Design pc_seq_ctrl, sky130hd; sources not shown.
drive_strength.png
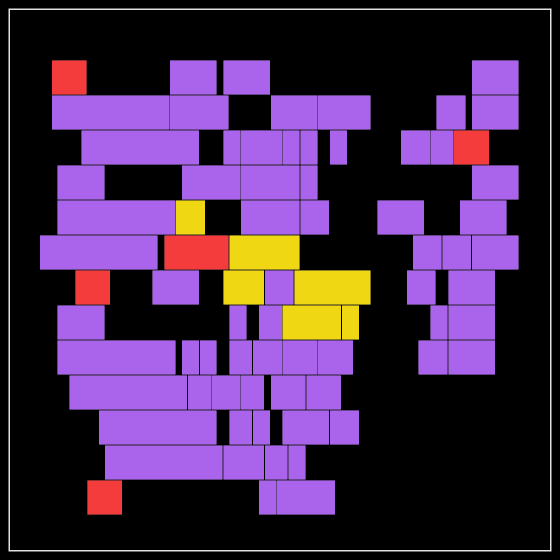
| color | size | cells | share |
|---|---|---|---|
| yellow | drive 2 | 6 | 7.8% |
| red | drive 3 to 4 | 5 | 6.5% |
| purple | drive 1 or less | 66 | 86% |
worst setup margin: 363 ps
Synth-to-Final Area Change: 31.0%
Non-clk bufs: 14

density.png
Scale bar: 10 µm. 8 x 8 tiles, from dark blue (low) to red (high), 0 to 100% covered.
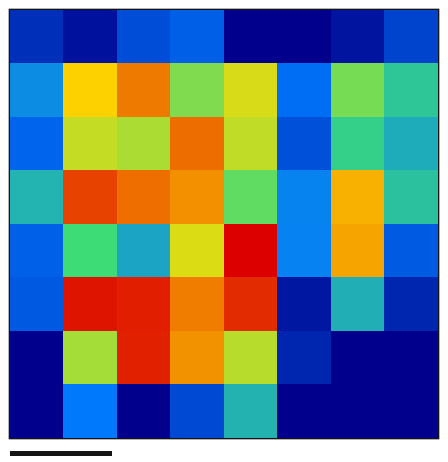
tiles over 75% full: 23%
densest ninth of the die: middle
emptiest ninth of the die: bottom right
Core Util, Final: 57.4%
Init Core Util: 43.8%
CORE AREA: 1320 µm²

met1.png
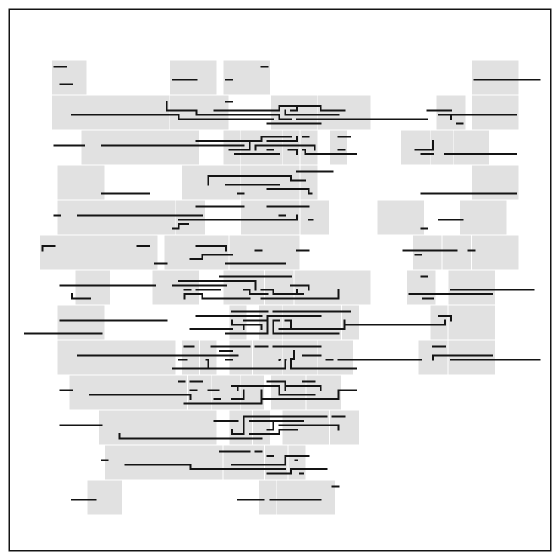
share of all routed wire: 49%
nets with wire on the layer: 74
main direction: horizontal
final wirelength: 1060 µm
Via Count: 486
grt met1 use: 17.3%

met2.png
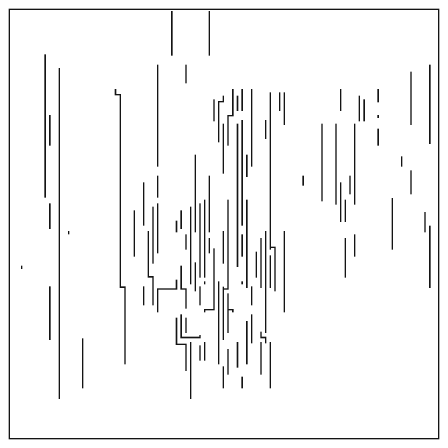
main direction: vertical
nets with wire on the layer: 75
met2 usage: 19.1%

==> reports/metrics.cfg <==
[worst_setup_path]
crit_fanout=5
cp_common_cell=clkdlybuf4s50_1
ff2ff_setup_slack_ps=1660

[routing]
top_layer_used=met4
post_drt_wl_per_cell_um=11.5

[clock_network]
postCtsSetupBuffers=0
cts_tree=yes
clock_path_buffers=2
clock_latency_ps=240

[grt]
busiest_layer=met2
grt_pass1_wl_um=1770
antenna_found_initial=0

[sta]
min_period_ps=3230

[synthesis]
synth_top_cell_by_area=dfrtp_1
topCellsByArea=dfrtp_1, ha_1, inv_1
ys_seq_share_pct=34.7
async_flop_share_pct=100
xor_share_pct=1.52
syn_inst=60

[placement]
dp.cells=89
dpl_worst_slack_ps=358

[die]
die_h_um=42.0
die_x_um=42.0

[cells_and_area]
seq_share_pct=26.5
logic_area_um2=347
largest_register_ffs=4

[run_status]
status=complete, no violations

[min_path]
min_path_cells=1

[power_and_ir_drop]
ir_worst_vdd_v=0.000424

